[src/rtl/cmp_pkg.sv]
// Shared types and result encodings for the serial magnitude comparator.
// Consumers decode {equal, gt, lt} with the RES_* localparams below.
package cmp_pkg;

    typedef enum logic {
        IDLE = 1'b0,
        RUN  = 1'b1
    } state_t;

    // One-hot result word, ordered {equal, gt, lt}; RES_NONE while busy or after reset.
    localparam logic [2:0] RES_NONE = 3'b000;
    localparam logic [2:0] RES_EQ   = 3'b100;
    localparam logic [2:0] RES_GT   = 3'b010;
    localparam logic [2:0] RES_LT   = 3'b001;

    // Chunk index width; a single-chunk compare still needs a 1-bit counter.
    function automatic int idx_width(input int n);
        return (n > 1) ? $clog2(n) : 1;
    endfunction

endpackage

[src/rtl/cmp_chunk.sv]
// Purpose: CHUNK-bit unsigned combinational magnitude comparator.
// Latency: combinational, zero cycles.
// Backpressure: none; outputs follow inputs continuously.
module cmp_chunk #(
    parameter int W = 4
) (
    input  logic [W-1:0] a,
    input  logic [W-1:0] b,
    output logic         eq,
    output logic         gt,
    output logic         lt
);

    assign eq = (a == b);
    assign gt = (a > b);
    assign lt = (a < b);

endmodule

[src/rtl/mag_cmp_serial.sv]
// Purpose: MSB-first serial magnitude compare, CHUNK bits per cycle, signed or unsigned.
// Latency: 1 cycle (first chunk differs) up to WIDTH/CHUNK cycles (equal operands).
// Backpressure: start is ignored while busy; a start in the done cycle is accepted.
module mag_cmp_serial
    import cmp_pkg::*;
#(
    parameter int WIDTH = 16,
    parameter int CHUNK = 4
) (
    input  logic             clk,
    input  logic             rst,
    input  logic             start,
    input  logic [WIDTH-1:0] a,
    input  logic [WIDTH-1:0] b,
    input  logic             signed_mode,
    output logic             busy,
    output logic             done,
    output logic             equal,
    output logic             gt,
    output logic             lt
);

    localparam int NUM_CHUNKS = WIDTH / CHUNK;
    localparam int IDX_W      = idx_width(NUM_CHUNKS);
    localparam logic [IDX_W-1:0] LAST_IDX = IDX_W'(NUM_CHUNKS - 1);
    // Flipping the sign bit of both operands turns two's-complement order into unsigned order.
    localparam logic [WIDTH-1:0] MSB_MASK = WIDTH'(1) << (WIDTH - 1);

    if ((WIDTH % CHUNK) != 0 || NUM_CHUNKS < 1) begin : g_bad_params
        $error("mag_cmp_serial: WIDTH must be a non-zero multiple of CHUNK");
    end

    state_t           state, state_n;
    logic [WIDTH-1:0] sa, sa_n;
    logic [WIDTH-1:0] sb, sb_n;
    logic [IDX_W-1:0] idx, idx_n;
    logic [2:0]       res, res_n;
    logic             busy_q, busy_n;
    logic             done_q, done_n;

    logic c_eq, c_gt, c_lt;

    cmp_chunk #(
        .W (CHUNK)
    ) u_chunk (
        .a  (sa[WIDTH-1 -: CHUNK]),
        .b  (sb[WIDTH-1 -: CHUNK]),
        .eq (c_eq),
        .gt (c_gt),
        .lt (c_lt)
    );

    always_ff @(posedge clk) begin
        if (rst) begin
            state  <= IDLE;
            sa     <= '0;
            sb     <= '0;
            idx    <= '0;
            res    <= RES_NONE;
            busy_q <= 1'b0;
            done_q <= 1'b0;
        end else begin
            state  <= state_n;
            sa     <= sa_n;
            sb     <= sb_n;
            idx    <= idx_n;
            res    <= res_n;
            busy_q <= busy_n;
            done_q <= done_n;
        end
    end

    always_comb begin
        state_n = state;
        sa_n    = sa;
        sb_n    = sb;
        idx_n   = idx;
        res_n   = res;
        done_n  = 1'b0;

        case (state)
            IDLE: begin
                if (start) begin
                    sa_n    = a ^ (signed_mode ? MSB_MASK : '0);
                    sb_n    = b ^ (signed_mode ? MSB_MASK : '0);
                    idx_n   = '0;
                    res_n   = RES_NONE;
                    state_n = RUN;
                end
            end
            RUN: begin
                if (!c_eq) begin
                    res_n   = c_gt ? RES_GT : RES_LT;
                    done_n  = 1'b1;
                    state_n = IDLE;
                end else if (idx == LAST_IDX) begin
                    res_n   = RES_EQ;
                    done_n  = 1'b1;
                    state_n = IDLE;
                end else begin
                    sa_n  = sa << CHUNK;
                    sb_n  = sb << CHUNK;
                    idx_n = idx + IDX_W'(1);
                end
            end
            default: state_n = IDLE;
        endcase

        busy_n = (state_n == RUN);
    end

    // c_lt is implied by !c_eq && !c_gt; it is kept on the instance for readability.
    logic unused_lt;
    assign unused_lt = c_lt;

    assign busy  = busy_q;
    assign done  = done_q;
    assign equal = res[2];
    assign gt    = res[1];
    assign lt    = res[0];

endmodule

[config.mk]
export PLATFORM = sky130hd
export DESIGN_NAME = mag_cmp_serial
export DESIGN_NICKNAME = d
export VERILOG_FILES = /design/src/rtl/cmp_pkg.sv /design/src/rtl/cmp_chunk.sv /design/src/rtl/mag_cmp_serial.sv
export SDC_FILE = /design/constraint.sdc
export NUM_CORES = 1
export LEC_CHECK = 0
export ABC_AREA = 1
export CORE_UTILIZATION = 51
export DETAILED_ROUTE_END_ITERATION = 10
export GPL_TIMING_DRIVEN = 0
export HOLD_SLACK_MARGIN = 0.03
export PLACE_DENSITY_LB_ADDON = 0.1
export SLEW_MARGIN = 30
export SYNTH_ARGS = -nofsm -noshare
export SYNTH_HDL_FRONTEND = slang
export SYNTH_HIERARCHICAL = 1
export SYNTH_SLANG_ARGS = --single-unit
export TNS_END_PERCENT = 100
[constraint.sdc]
create_clock -name clk -period 2.5 [get_ports clk]
set_clock_uncertainty 0.2 [all_clocks]
set_input_delay 0.375 -clock clk [delete_from_list [all_inputs] [get_ports clk]]
set_output_delay 0.375 -clock clk [all_outputs]
set_load 0.005 [all_outputs]
### Signal wires by layer, run 1

Two of the layers only.
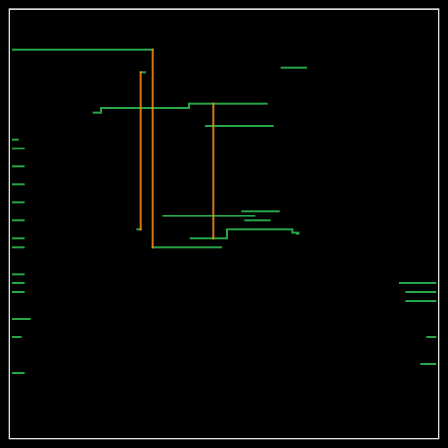
Key: orange = metal 4 [wire length 74.1 um]; green = metal 3 [wire length 155 um]

### Routing congestion, run 1

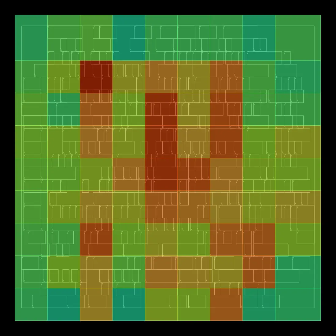
grt met1 use: 28.9%
DR WL/cell: 10.7 um

### Placed cells, one color a class, run 1

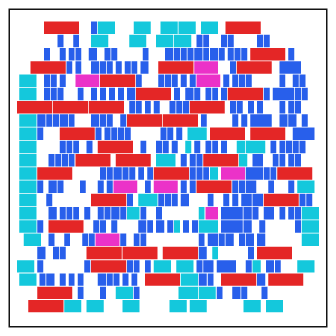
Key: cyan = remaining buffers and delay cells [cells 55, share of their area 20%]; magenta = clock drivers and dummy loads [cells 8, share of their area 4.1%]; blue = combinational and other logic [cells 266, share of their area 45%]; red = sequential cells [cells 39, share of their area 31%]

### Pin placement, run 1

Pins as bars across the die edge, other pins in gray.
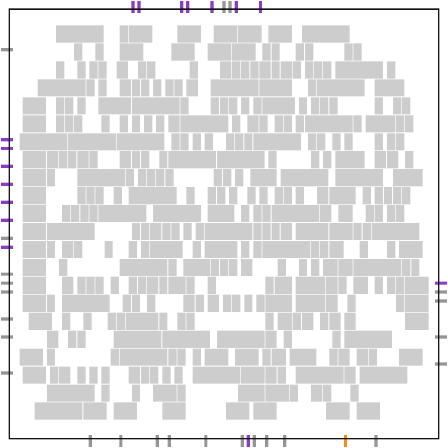
Key: orange = equal [pins 1, direction output, edge south]; purple = b [pins 16, direction input, edge 7 north, 7 west, 1 south, 1 east]
All pins by edge: 15 west, 12 south, 9 north, 5 east.

==> flow_metrics.env, run 1 <==
# physical design summary
export IMPL_nets=409
export IMPL_critical_path_max_fanout=10
export IMPL_pwr_share_clk_pct=28.9
export IMPL_finalHoldViolCount=0
export IMPL_seq_share_pct=30.3
export IMPL_fp_utilization_pct=54.2
export IMPL_placedInstanceArea_mm2=0.00247
export IMPL_p_clk_mw=0.477
export IMPL_crit_buf_inv=4
export IMPL_place_inst=408
export IMPL_total_power_mw=1.65
export IMPL_whs_path_depth=2
export IMPL_nClkBuffers=7
export IMPL_power_switching_share_pct=31.1
export IMPL_final_util_pct=69.4
export IMPL_first_pass_iters=6
export IMPL_finalClockPeriodUsage_pct=86.4
export IMPL_dp_hpwl_um=3130
export IMPL_crit_cells=11
export IMPL_relSlewSlack_pct=64.9
export IMPL_num_multi_input_gates=227
export IMPL_worst_pin_slew_ns=0.526
export IMPL_antenna_cells=0
export IMPL_ctsHoldBuffers=0
export IMPL_comb_power_share_pct=27.6
export IMPL_drt_vias_per_instance=4.69
export IMPL_seq_power_share_pct=43.6
export IMPL_grt_pass1_wl_um=7620
export IMPL_nFlopsAndLatches=39
export IMPL_synth_area_per_cell_um2=6.30
export IMPL_grt_pass1_vias=1741
export IMPL_grt_overflow_total=0
export IMPL_cts_setup_buffers=0
export IMPL_regArea_um2=781
export IMPL_status="complete, no violations"
export IMPL_min_period_ns=2.16
export IMPL_use_met3_pct=5.81
export IMPL_portBuffers=40
export IMPL_syn_cell_area_mm2=0.00201
export IMPL_finalWirelength_um=4460
export IMPL_arrival_ns=2.15
export IMPL_rsz0062_at_grt="false"
export IMPL_pg_comb_mw=0.456
export IMPL_final_cells=416
export IMPL_drtIter0Drc=135
export IMPL_antenna_found_initial=0
export IMPL_clk_pin_slew_worst_paths_ns=0.07
==> run 2, diff against run 1 <==
Settings changed: CAP_MARGIN from default to 5, CORE_UTILIZATION 51 to 55.
Clock period 2.5 ns to 2.54 ns, I/O delays scaled along.
### Routing congestion, run 2

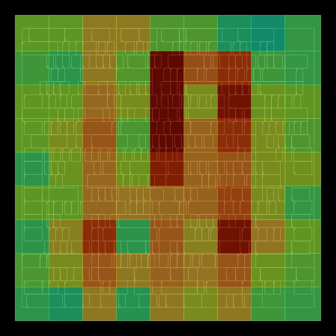
grt met1 use: 31.7%
GR Util met3: 6.39%
DR WL/cell: 10.8 um

==> flow_metrics.env, run 2 <==
# physical design summary
export IMPL_finalClockPeriodUsage_pct=84.4
export IMPL_dp_hpwl_um=3170
export IMPL_place_inst=406
export IMPL_antenna_found_initial=0
export IMPL_worst_pin_slew_ns=0.506
export IMPL_pg_comb_mw=0.450
export IMPL_power_switching_share_pct=29.5
export IMPL_p_clk_mw=0.519
export IMPL_clk_pin_slew_worst_paths_ns=0.11
export IMPL_finalHoldViolCount=0
export IMPL_crit_buf_inv=4
export IMPL_nets=409
export IMPL_ctsHoldBuffers=0
export IMPL_min_period_ns=2.14
export IMPL_rsz0062_at_grt="false"
export IMPL_placedInstanceArea_mm2=0.00247
export IMPL_fp_utilization_pct=59.0
export IMPL_seq_share_pct=30.3
export IMPL_status="complete, no violations"
export IMPL_num_multi_input_gates=227
export IMPL_portBuffers=40
export IMPL_arrival_ns=2.21
export IMPL_drt_vias_per_instance=4.80
### Routed clock nets over the placement, run 2

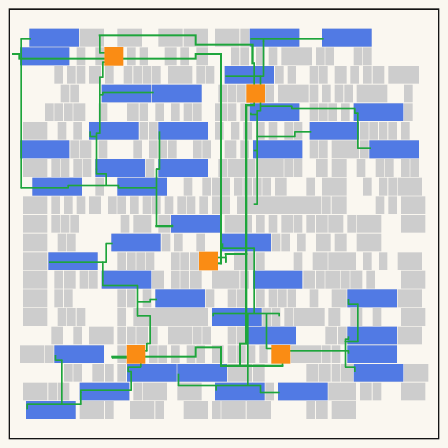
Key: blue = flip-flops [count 39]; green = clock wires [length 505 um]; orange = clock drivers [count 5]
Position of the flops: all over the die. There are 6 routed clock nets.

